<file path="config.mk">
export PLATFORM = sky130hd
export DESIGN_NAME = imem_fetch_ctrl
export DESIGN_NICKNAME = d
export VERILOG_FILES = /design/src/rtl/imem_fetch_ctrl.sv
export SDC_FILE = /design/constraint.sdc
export NUM_CORES = 1
export LEC_CHECK = 0
export CAP_MARGIN = 25
export CORE_AREA = 2 2 129 131
export DETAILED_ROUTE_END_ITERATION = 7
export DIE_AREA = 0 0 131 133
export PLACE_DENSITY = 0.84
export SETUP_SLACK_MARGIN = 0.02
export SLEW_MARGIN = 20
export SYNTH_ARGS = -nofsm -noshare
export SYNTH_HDL_FRONTEND = slang
export SYNTH_SLANG_ARGS = --single-unit
</file>
<file path="constraint.sdc">
create_clock -name clk -period 7.14 [get_ports clk]
set_input_delay 1.428 -clock clk [delete_from_list [all_inputs] [get_ports clk]]
set_output_delay 1.428 -clock clk [all_outputs]
set_load 0.005 [all_outputs]
</file>
<file path="src/rtl/imem_fetch_ctrl.sv">
// Instruction fetch sequencer: owns the PC, presents it to a combinational-read
// instruction memory, and hands fetched words to decode over valid/ready.
module imem_fetch_ctrl #(
   parameter logic [31:0] RESET_PC  = 32'h0000_0000,
   parameter int          MEM_WORDS = 16
) (
   input  logic        clk,
   input  logic        rst_n,
   input  logic        start,
   input  logic        halt,
   output logic [31:0] imem_pc,
   input  logic [31:0] imem_instr,
   output logic        mem_we,
   output logic [31:0] mem_waddr,
   output logic [31:0] mem_wdata,
   input  logic        ld_valid,
   input  logic [31:0] ld_addr,
   input  logic [31:0] ld_data,
   output logic        ld_ready,
   input  logic        redirect_valid,
   input  logic [31:0] redirect_pc,
   output logic        out_valid,
   output logic [31:0] out_instr,
   output logic [31:0] out_pc,
   input  logic        out_ready,
   output logic        fault,
   output logic [31:0] fetch_count
);

   typedef enum logic [1:0] {
      S_IDLE  = 2'd0,
      S_RUN   = 2'd1,
      S_FAULT = 2'd2
   } state_t;

   state_t      state, state_n;
   logic [31:0] pc, pc_n;
   logic        out_valid_n;
   logic [31:0] out_instr_n;
   logic [31:0] out_pc_n;
   logic        fault_n;
   logic [31:0] fetch_count_n;

   logic        pc_ok;
   logic        ld_ok;
   logic        handshake;
   logic [31:0] count_inc;

   assign pc_ok     = (pc[1:0] == 2'b00) && (pc[31:2] < 30'(MEM_WORDS));
   assign ld_ok     = (ld_addr[1:0] == 2'b00) && (ld_addr[31:2] < 30'(MEM_WORDS));
   assign handshake = out_valid & out_ready;
   assign count_inc = (fetch_count == 32'hFFFF_FFFF) ? fetch_count : fetch_count + 32'd1;

   assign imem_pc   = pc;
   assign mem_waddr = ld_addr;
   assign mem_wdata = ld_data;

   // The loader port is gated by rst_n so that neither strobe can assert while
   // reset holds the state register at IDLE.
   assign ld_ready  = rst_n && (state == S_IDLE);
   assign mem_we    = ld_ready && ld_valid && ld_ok;

   // NOTE: every next-state variable is defaulted to its current value first,
   // so no path through the case leaves one unassigned and no latch is inferred.
   always_comb begin
      state_n       = state;
      pc_n          = pc;
      out_valid_n   = out_valid;
      out_instr_n   = out_instr;
      out_pc_n      = out_pc;
      fault_n       = fault;
      fetch_count_n = fetch_count;

      case (state)
         S_IDLE: begin
            if (start) begin
               state_n     = S_RUN;
               pc_n        = RESET_PC;
               out_valid_n = 1'b0;
            end
         end

         S_RUN: begin
            if (redirect_valid) begin
               // The in-flight word is cancelled, so its handshake is not counted.
               out_valid_n = 1'b0;
               pc_n        = redirect_pc;
               if (halt) state_n = S_IDLE;
            end else if (!pc_ok) begin
               state_n     = S_FAULT;
               fault_n     = 1'b1;
               out_valid_n = 1'b0;
            end else if (halt) begin
               state_n     = S_IDLE;
               out_valid_n = 1'b0;
               if (handshake) fetch_count_n = count_inc;
            end else if (!out_valid || out_ready) begin
               out_instr_n = imem_instr;
               out_pc_n    = pc;
               out_valid_n = 1'b1;
               pc_n        = pc + 32'd4;
               if (handshake) fetch_count_n = count_inc;
            end
         end

         S_FAULT: begin
            if (start) begin
               state_n     = S_RUN;
               fault_n     = 1'b0;
               pc_n        = RESET_PC;
               out_valid_n = 1'b0;
            end
         end

         default: begin
            state_n     = S_IDLE;
            out_valid_n = 1'b0;
         end
      endcase
   end

   // NOTE: sequential state uses non-blocking assignments so every register
   // samples the values from before this edge, independent of statement order.
   always_ff @(posedge clk or negedge rst_n) begin
      if (!rst_n) begin
         state       <= S_IDLE;
         pc          <= RESET_PC;
         out_valid   <= 1'b0;
         out_instr   <= 32'd0;
         out_pc      <= 32'd0;
         fault       <= 1'b0;
         fetch_count <= 32'd0;
      end else begin
         state       <= state_n;
         pc          <= pc_n;
         out_valid   <= out_valid_n;
         out_instr   <= out_instr_n;
         out_pc      <= out_pc_n;
         fault       <= fault_n;
         fetch_count <= fetch_count_n;
      end
   end

endmodule

</file>
==> run_1/final_congestion.png <==
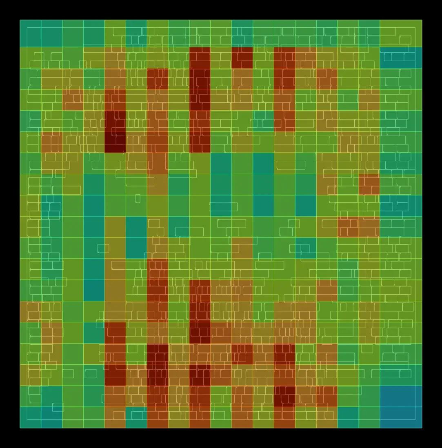
global-route track usage on met2: 0.352
Post-Route Utilization: 0.580
total track usage: 0.206

==> run_1/met4.png <==
(3 px per um)
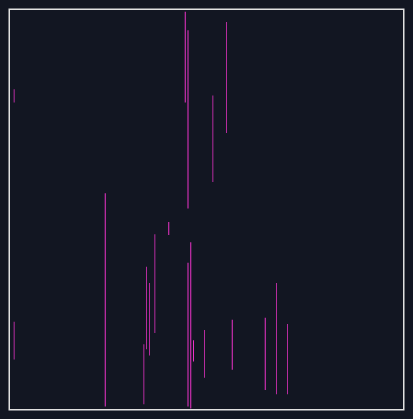
nets with wire on the layer: 18
main direction: vertical
wire length on this layer: 574 um
longest straight run: 70.7 um
share of all routed wire: 3.2%

==> run_1/density.png <==
(2 px per um) The die is cut into 13 by 13 equal tiles; white is low, dark blue is high, 0 to 100% covered.
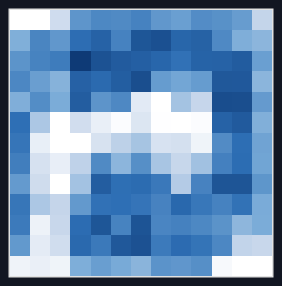
fullest tile: 96%
tiles over 75% full: 23%
mean over tiles: 52%

==> run_1/clock_map.png <==
(4 px per um)
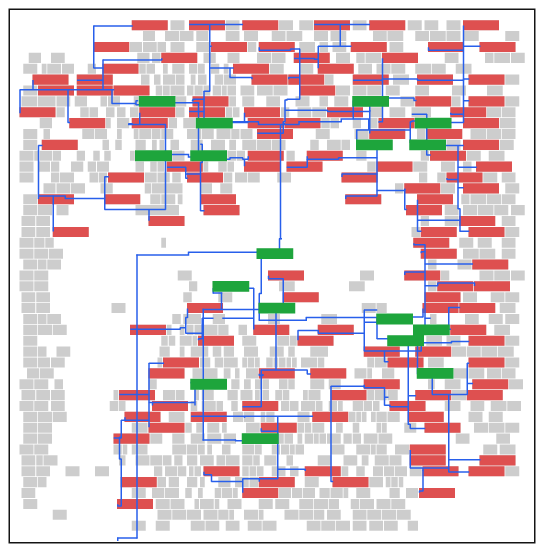
[blue] clock wires | length: 1680 um
[red] flip-flops | count: 132
[green] cells driving clock nets | count: 17
routed clock nets: 18
flops lie: widely spread

run 1: registers in the layout, indices dropped and copies added, names as in the netlist:
signal,cells
out_valid,1
fetch_count,32
imem_pc,32
out_pc,32
out_instr,32
state,2
fault,1
run 1: where the power goes:
part / internal (mW) / leakage, nW / switching, mW
Clock: 0.485 / 0.261 / 0.324
Sequential: 0.854 / 1.81 / 0.101
Combinational: 0.330 / 1.85 / 0.196
run 1: final cells by class:
cell class / count / area, sq um
multi-input combinational: 370 / 2580
antenna: 1 / 2.50
fill: 1363 / 6800
clock buffer: 19 / 443
inverter: 8 / 30.0
sequential: 132 / 3300
timing repair buffer: 264 / 2630
clock inverter: 12 / 106
tap: 220 / 275
run 1: kinds of logic after synthesis:
group           Yosys count  synth area share
compound gates           76            0.0844
simple gates            220             0.195
mux                      41            0.0709
buf+inv                  94            0.0965
xor+xnor                 31            0.0417
fa+ha+maj                 2           0.00384
flops                   132             0.507
run 1: through the flow:
stage          std cells  total power [mW]
4_1_cts             1025              2.31
5_1_grt             1026              2.40
2_1_floorplan        596              1.15
3_5_place_dp         994              1.50
3_3_place_gp         993              1.48
6_report            1026              2.29
run 1: placed cells by master (no fill, tap or decap), types with 6 or more instances in the layout:
master,count
a21oi_1,7
a22o_1,17
a22oi_1,6
and2_1,7
and3_1,13
buf_4,6
clkbuf_16,17
clkdlybuf4s50_1,257
dfrtp_1,132
inv_1,8
mux2_1,30
mux2_2,11
nand2_1,38
nand2b_1,6
nand3_1,28
nand4_1,28
nor2_1,12
nor2b_1,32
nor3_1,11
nor4_1,19
o21ai_0,21
o2bb2ai_1,11
xnor2_1,31
run 1: worst reg2reg max path: stages (launching register included):
cell     delay [ns]
dfrtp_1        0.45
nor4_1         0.48
nand4_1        0.48
or2_1          0.45
nor3_4         0.17
buf_4          0.61
mux2_2         0.46
==> results.sh, run 1 <==
# source this file to load flow results
export IMPL_grt_busiest_layer="met2"
export IMPL_fin_crit_ns=5.05
export IMPL_routed_wl_um=18000
export IMPL_cts_post_setup_buffers_inserted=0
export IMPL_design_area_sq_mm=0.00937
export IMPL_skew_ns=0.00864
export IMPL_powerDensity_mw_per_mm2=244
export IMPL_r2r_end="out_instr[0]"
export IMPL_met1_usage=0.245
export IMPL_grt_max_degree=81
export IMPL_synth_area_sq_mm=0.00651
export IMPL_cts_buffers_inserted=17
export IMPL_top_cells_by_count="132 x dfrtp_1, 64 x buf_4, 38 x nand2_1, 32 x nor2b_1, 31 x xnor2_1"
export IMPL_cpLargestDelayFamily="simple AND/OR/NAND/NOR gates"
export IMPL_ios=331
export IMPL_rsz0062_at_grt="no"
export IMPL_drc=0
export IMPL_yosysMostFrequentCell="dfrtp_1"
export IMPL_path_class="input pin to primary output"
export IMPL_crit_required_ns=5.71
export IMPL_detail_route_antenna_nets=0
export IMPL_first_global_vias=5418
export IMPL_postCtsHoldBufs=0
export IMPL_end_kind="primary output"
export IMPL_outcome="finished, final reports clean"
export IMPL_clockBufferDepth=2
export IMPL_cp_cell_sequence="clkdlybuf4s50_1 -> nor4_1 -> and4_1 -> nand4_1 -> nor4_1 -> clkdlybuf4s50_1"
export IMPL_synth_cells_yosys=596
export IMPL_postPlaceCellArea_sq_mm=0.00882
export IMPL_ff_type="dfrtp_1"
export IMPL_ff2ff_setup_slack_ns=3.92
export IMPL_worst_hold_path_num_cells=1
export IMPL_cp_start_kind="input pin"
export IMPL_floorplan_core_util=0.403
export IMPL_endpoint="mem_we"
export IMPL_tightest_slew_ns=0.998
export IMPL_hold_start="out_instr[31]"
export IMPL_setup_viol=0
export IMPL_core_sq_mm=0.0162
export IMPL_layout_drive_gt1_share=0.0658
export IMPL_grt_pass1_wl_um=28100
export IMPL_fmax_mhz=198
export IMPL_io_buffers=258
export IMPL_pre_cts_slack_ns=1.94
export IMPL_cp_max_fo=2
export IMPL_slowest_stage="clkdlybuf4s50_1"
export IMPL_wl_per_cell_um=17.5
export IMPL_drtPass1Iterations=6
export IMPL_hold_slack_ns=0.485
export IMPL_yosysTopAreaCell="dfrtp_1"
export IMPL_clkSinkCount=132
export IMPL_crit_arrival_ns=3.62
export IMPL_worstHoldEndpoint="out_instr[31]"
export IMPL_ys_area_sq_mm=0.00651
export IMPL_dr_first_iter_drc_count=316
export IMPL_crit_cells=6
export IMPL_worst_path_buf_inv=2
export IMPL_overflow=0
export IMPL_fin_ws_ns=2.09
export IMPL_cts_root_buf="clkbuf_16"
export IMPL_die_area_sq_mm=0.0174
export IMPL_synth_top_area_share=0.507
export IMPL_warnings=26
export IMPL_rows=47
export IMPL_clk_pin_slew_ns=0.06
export IMPL_dpl_hpwl_um=13100
export IMPL_ys_ff=132
export IMPL_seq_area_frac_synth=0.507
export IMPL_nNetsFinal=930
export IMPL_cts_max_level=4
export IMPL_async_flop_share=1.00
export IMPL_edf_count=0
export IMPL_gp_congestion=0.871
export IMPL_vias_per_cell=5.30
export IMPL_leakage_nw=3.92
export IMPL_antenna_found_initial=1
export IMPL_ir_drop_uv=145
export IMPL_wl_met1_um=6970
export IMPL_wl_met2_um=8980
export IMPL_avgSynthCellArea_sq_um=10.9
export IMPL_rr_worst_depth=6
export IMPL_cts_tree="built"
export IMPL_ys_top_cells_by_area="dfrtp_1 51%, buf_4 7.4%, mux2_1 5.2%"
export IMPL_dieHeight_um=133
export IMPL_wl_met3_um=1430
export IMPL_die_w_um=131
export IMPL_final_hold_violation_count=0
export IMPL_routed_top_layer="met4"
export IMPL_drv_slew=0
export IMPL_r2r_start="imem_pc[23]"
export IMPL_drv_cap=0
export IMPL_yosysUniqueCellTypes=47
export IMPL_clk_latency_ns=0.41
export IMPL_finalClockPeriodUsage=0.707
export IMPL_max_stage_delay_ns=0.62
export IMPL_hold_class="register to register"
export IMPL_via_count=5439
export IMPL_slew_headroom=0.331
export IMPL_synth_nets=733
export IMPL_synthCells=596
export IMPL_ctsResizeCount=0
export IMPL_area_delta_synth_final_pct=44.0
export IMPL_startpoint="ld_addr[1]"
export IMPL_grtUsageMet3=0.0534
export IMPL_final_setup_tns_ns=0
export IMPL_yosys_warnings=0
==> inputs of run 2 (changes only) <==
--- a/config.mk
+++ b/config.mk
@@ -6,9 +6,9 @@
 export NUM_CORES = 1
 export LEC_CHECK = 0
 export CAP_MARGIN = 25
-export CORE_AREA = 2 2 129 131
+export CORE_MARGIN = 2
+export CORE_UTILIZATION = 41
 export DETAILED_ROUTE_END_ITERATION = 7
-export DIE_AREA = 0 0 131 133
 export PLACE_DENSITY = 0.84
 export SETUP_SLACK_MARGIN = 0.02
 export SLEW_MARGIN = 20
==> constraint.sdc (replaced) <==
create_clock -name clk -period 4.79 [get_ports clk]
set_input_delay 0.958 -clock clk [delete_from_list [all_inputs] [get_ports clk]]
set_output_delay 0.958 -clock clk [all_outputs]
set_load 0.005 [all_outputs]
==> run_2/met4.png <==
(3 px per um)
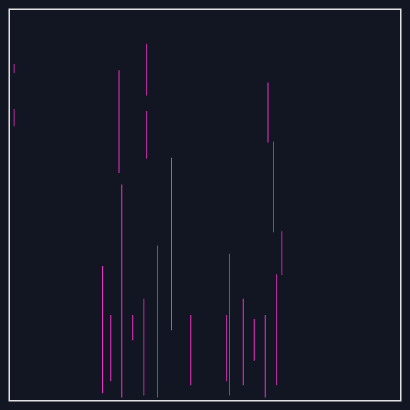
main direction: vertical
nets with wire on the layer: 17
longest straight run: 70.7 um

==> run 2 against run 1 <==
Sequential power is 49% higher. Clock power is 52% higher. Design area is 0.24% higher. Largest cell class unchanged.
==> results.sh, run 2 <==
# source this file to load flow results
export IMPL_gp_congestion=0.898
export IMPL_yosysTopAreaCell="dfrtp_1"
export IMPL_ys_ff=132
export IMPL_use_met2=0.354
export IMPL_warnings=26
export IMPL_cts_buffers_inserted=17
export IMPL_cts_tree="built"
export IMPL_layout_cells_most_common="clkdlybuf4s50_1"
export IMPL_overflow=0
export IMPL_edf_count=0
export IMPL_drv_slew=0
export IMPL_fin_ws_ns=0.921
export IMPL_clockBufferDepth=2
export IMPL_cp_start_kind="input pin"
export IMPL_ir_drop_uv=216
export IMPL_hold_class="register to register"
export IMPL_cpLargestDelayFamily="buffers and inverters"
export IMPL_rows=46
export IMPL_cts_root_buf="clkbuf_16"
export IMPL_instances_no_fill=1023
export IMPL_leakage_nw=3.95
export IMPL_clkSinkCount=132
export IMPL_worst_path_buf_inv=2
export IMPL_outcome="finished, final reports clean"
export IMPL_die_area_sq_mm=0.0169
export IMPL_regArea_sq_mm=0.00330
export IMPL_vias_per_cell=5.32
export IMPL_nNetsFinal=931
export IMPL_n_antenna_cell=0
export IMPL_antenna_found_initial=0
export IMPL_clk_pin_slew_ns=0.06
export IMPL_mi_logic_area_sq_mm=0.00258
export IMPL_layout_drive_gt1_share=0.0694
export IMPL_final_cell_mix="257 x clkdlybuf4s50_1, 132 x dfrtp_1, 38 x nand2_1, 32 x nor2b_1, 31 x xnor2_1"
export IMPL_drtPass1Iterations=5
export IMPL_yosys_warnings=0
export IMPL_slew_headroom=0.449
export IMPL_grt_busiest_layer="met2"
export IMPL_cp_cell_sequence="clkdlybuf4s50_1 -> nor4_1 -> and4_1 -> nand4_1 -> nor4_1 -> clkdlybuf4s50_1"
export IMPL_n_fill_cell=1298
export IMPL_wl_met3_um=1420
export IMPL_via_count=5447
export IMPL_cts_post_setup_buffers_inserted=0
export IMPL_grt_pass1_wl_um=27200
export IMPL_crit_arrival_ns=2.91
export IMPL_postCtsHoldBufs=0
export IMPL_hold_slack_ns=0.482
export IMPL_first_global_vias=5258
export IMPL_pre_cts_slack_ns=0.915
export IMPL_final_hold_violation_count=0
export IMPL_gr_usage_all_layers=0.209
export IMPL_floorplan_core_util=0.414
export IMPL_synth_top_area_share=0.507
export IMPL_ys_area_sq_mm=0.00651
export IMPL_setup_viol=0
export IMPL_final_setup_tns_ns=0
export IMPL_synth_nets=733
export IMPL_powerDensity_mw_per_mm2=366
export IMPL_skew_ns=0.00913
export IMPL_wl_per_cell_um=17.5
export IMPL_synth_cells_yosys=596
export IMPL_fin_crit_ns=3.87
export IMPL_drv_cap=0
export IMPL_grtUsageMet3=0.0590
export IMPL_yosysUniqueCellTypes=47
export IMPL_dr_first_iter_drc_count=385
export IMPL_ys_top_cells_by_area="dfrtp_1 51%, buf_4 7.4%, mux2_1 5.2%"
export IMPL_dp_cells=990
export IMPL_tightest_slew_ns=0.820
export IMPL_area_delta_synth_final_pct=44.3
export IMPL_ctsResizeCount=0
export IMPL_met1_usage=0.244
export IMPL_avgSynthCellArea_sq_um=10.9
export IMPL_ios=331
export IMPL_top_cells_by_count="132 x dfrtp_1, 64 x buf_4, 38 x nand2_1, 32 x nor2b_1, 31 x xnor2_1"
export IMPL_synth_area_sq_mm=0.00651
export IMPL_yosysMostFrequentCell="dfrtp_1"
export IMPL_seq_area_frac_synth=0.507
export IMPL_end_kind="primary output"
export IMPL_slowest_stage="clkdlybuf4s50_1"
export IMPL_synthCells=596
export IMPL_clk_latency_ns=0.42
export IMPL_die_w_um=130
-- run 2: netlist changes by cell type in the layout (fill, tap and decap cells not counted), sizes merged --
cell / previous run / this run
clkbuf: 19 / 18
clkinv: 5 / 11
diode: 1 / 0
buf: 7 / 8
clkinvlp: 4 / 0
-- run 2: final timing paths --
path / end / slack, ns / cells after the start / startpoint
max: mem_we / 0.92 / 6 / ld_addr[9]
min: out_pc[3] / 0.48 / 1 / out_pc[3]
max reg2reg: out_instr[17] / 1.67 / 6 / imem_pc[23]
min reg2reg: out_pc[3] / 0.48 / 1 / out_pc[3]
max in group asynchronous: imem_pc[5] / 2.95 / 3 / rst_n
min in group asynchronous: fault / 0.66 / 2 / rst_n
-- run 2: per-stage QoR --
step                 util  power, mW  instance area (sq um)
floorplan               -       1.72                   6510
global placement    0.561       2.20                   8820
detailed placement  0.561       2.23                   8820
CTS                 0.597       3.48                   9390
global route        0.598       3.61                   9400
finish              0.598       3.44                   9400
-- run 2: cells by family (layout without fill, tap and decap cells) --
logic type | Yosys count | in the layout | synth area share
AND/OR/NAND/NOR | 220 | 220 | 0.195
XOR/XNOR | 31 | 31 | 0.0417
adder cells (fa/ha/maj) | 2 | 2 | 0.00384
AND-OR/OR-AND | 76 | 76 | 0.0844
multiplexers | 41 | 41 | 0.0709
buffers and inverters | 94 | 305 | 0.0965
flip-flops | 132 | 132 | 0.507
-- run 2: power by group --
part | leakage, nW | switching, mW | internal (mW)
Sequential | 1.81 | 0.150 | 1.27
Combinational | 1.86 | 0.289 | 0.494
Clock | 0.284 | 0.503 | 0.731
-- run 2: cell type report --
type,instances,area share
flip-flops and latches,132,0.352
repair buffers,265,0.281
multi-input cells,370,0.275
clock buffers,18,0.0467
well taps,216,0.0288
clock inverters,14,0.0137
inverters,8,0.00320
==> inputs of run 3 (changes only) <==
==> constraint.sdc (replaced) <==
create_clock -name clk -period 3.6 [get_ports clk]
set_input_delay 0.72 -clock clk [delete_from_list [all_inputs] [get_ports clk]]
set_output_delay 0.72 -clock clk [all_outputs]
set_load 0.005 [all_outputs]
==> run_3/density.png <==
(2 px per um) The die is cut into 13 by 13 equal tiles; white is low, dark blue is high, 0 to 100% covered.
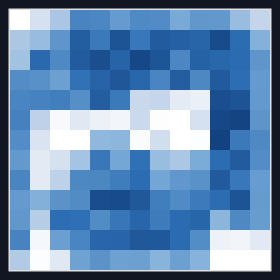
mean over tiles: 54%
fullest tile: 93%
nearly empty tiles: 6.5%
tiles over 75% full: 27%

==> run 3 against run 2 <==
Total power up 35%. First-iteration DRC count fell by 0.78%. Hold slack lost 0.00082 ns. Largest cell class unchanged. Highest routed layer unchanged.
==> results.sh, run 3 <==
# source this file to load flow results
export IMPL_area_delta_synth_final_pct=45.2
export IMPL_seq_area_frac_synth=0.507
export IMPL_n_fill_cell=1263
export IMPL_drv_slew=0
export IMPL_ir_drop_uv=283
export IMPL_worst_hold_path_num_cells=1
export IMPL_fin_crit_ns=3.30
export IMPL_yosysUniqueCellTypes=47
export IMPL_finalPower_mw=4.65
export IMPL_nNetsFinal=934
export IMPL_warnings=26
export IMPL_edf_count=0
export IMPL_floorplan_core_util=0.414
export IMPL_final_hold_violation_count=0
export IMPL_worstHoldEndpoint="out_instr[4]"
export IMPL_clockBufferDepth=2
export IMPL_design_area_sq_mm=0.00946
export IMPL_antenna_found_initial=0
export IMPL_synth_top_area_share=0.507
export IMPL_die_area_sq_mm=0.0169
export IMPL_clk_latency_ns=0.41
export IMPL_grt_pass1_wl_um=28000
export IMPL_r2r_end="out_instr[0]"
export IMPL_leakage_nw=3.97
export IMPL_drv_cap=0
export IMPL_drtPass1Iterations=4
export IMPL_n_antenna_cell=0
export IMPL_synth_nets=733
export IMPL_ios=331
export IMPL_yosysTopAreaCell="dfrtp_1"
export IMPL_crit_arrival_ns=2.58
export IMPL_ff2ff_setup_slack_ns=0.85
export IMPL_rr_worst_depth=6
export IMPL_synthCells=596
export IMPL_slew_headroom=0.391
export IMPL_dr_first_iter_drc_count=382
export IMPL_ys_area_sq_mm=0.00651
export IMPL_hold_start="out_instr[4]"
export IMPL_ys_ff=132
export IMPL_final_setup_tns_ns=0
export IMPL_layout_drive_gt1_share=0.0716
export IMPL_final_cell_mix="257 x clkdlybuf4s50_1, 132 x dfrtp_1, 38 x nand2_1, 32 x nor2b_1, 31 x xnor2_1"
export IMPL_dp_cells=994
export IMPL_avgSynthCellArea_sq_um=10.9
export IMPL_end_kind="primary output"
export IMPL_vias_per_cell=5.28
export IMPL_first_global_vias=5481
export IMPL_instances_no_fill=1026
export IMPL_die_w_um=130
export IMPL_tightest_slew_ns=0.913
export IMPL_clk_pin_slew_ns=0.05
export IMPL_outcome="finished, final reports clean"
export IMPL_powerDensity_mw_per_mm2=492
export IMPL_cp_start_kind="input pin"
export IMPL_wl_per_cell_um=17.3
export IMPL_cts_buffers_inserted=17
export IMPL_gr_usage_all_layers=0.214
export IMPL_hold_slack_ns=0.481
export IMPL_cts_root_buf="clkbuf_16"
export IMPL_pre_cts_slack_ns=0.298
export IMPL_layout_cells_most_common="clkdlybuf4s50_1"
export IMPL_postPlaceCellArea_sq_mm=0.00886
export IMPL_setup_viol=0
run 3: cell counts after synthesis:
No cell type changed its count.
run 3: power by group:
part	total [mW]	switching, mW	internal [mW]
combinational	1.04	0.384	0.658
sequential	1.90	0.206	1.69
clock	1.71	0.635	1.08
total	4.65	1.22	3.43
run 3: cells by family after synthesis:
| logic type | share of synthesized area |
|---|---|
| compound gates | 0.0844 |
| simple gates | 0.195 |
| flops | 0.507 |
| xor+xnor | 0.0417 |
| mux | 0.0709 |
| buf+inv | 0.0965 |
| fa+ha+maj | 0.00384 |
run 3: layout make-up:
class | count | area, sq um | share of cell area
Clock buffer | 21 | 470 | 0.0498
Multi-Input combinational cell | 370 | 2580 | 0.273
Inverter | 8 | 30.0 | 0.00318
Sequential cell | 132 | 3300 | 0.349
Timing Repair Buffer | 268 | 2670 | 0.283
Clock inverter | 11 | 125 | 0.0132
Tap cell | 216 | 270 | 0.0286
run 3: layer usage:
| metal | vias up | global-route usage | wire length [um] |
|---|---|---|---|
| met4 | 0 | 0.104 | 517 |
| li1 | 2506 | - | - |
| met5 | - | 0 | 0 |
| met1 | 2607 | 0.246 | 6970 |
| met3 | 40 | 0.0590 | 1320 |
| met2 | 268 | 0.368 | 8990 |
run 3: how the worst max path moves through the flow:
stage,from,endpoint,slack [ns],cells after the start
global route,ld_addr[11],mem_we,0.13,6
finish,ld_addr[11],mem_we,0.30,6
CTS,ld_addr[11],mem_we,0.28,6
floorplan,imem_pc[23],out_pc[2],1.25,6
detailed placement,ld_addr[11],mem_we,0.30,6
global placement,ld_addr[11],mem_we,0.19,6
run 3: worst max-delay path: stages:
cell and delay (ns):
clkdlybuf4s50_1 0.44, nor4_1 0.28, and4_1 0.24, nand4_1 0.12
nor4_1 0.23, clkdlybuf4s50_1 0.56
Power and IR drop assume default switching activity.
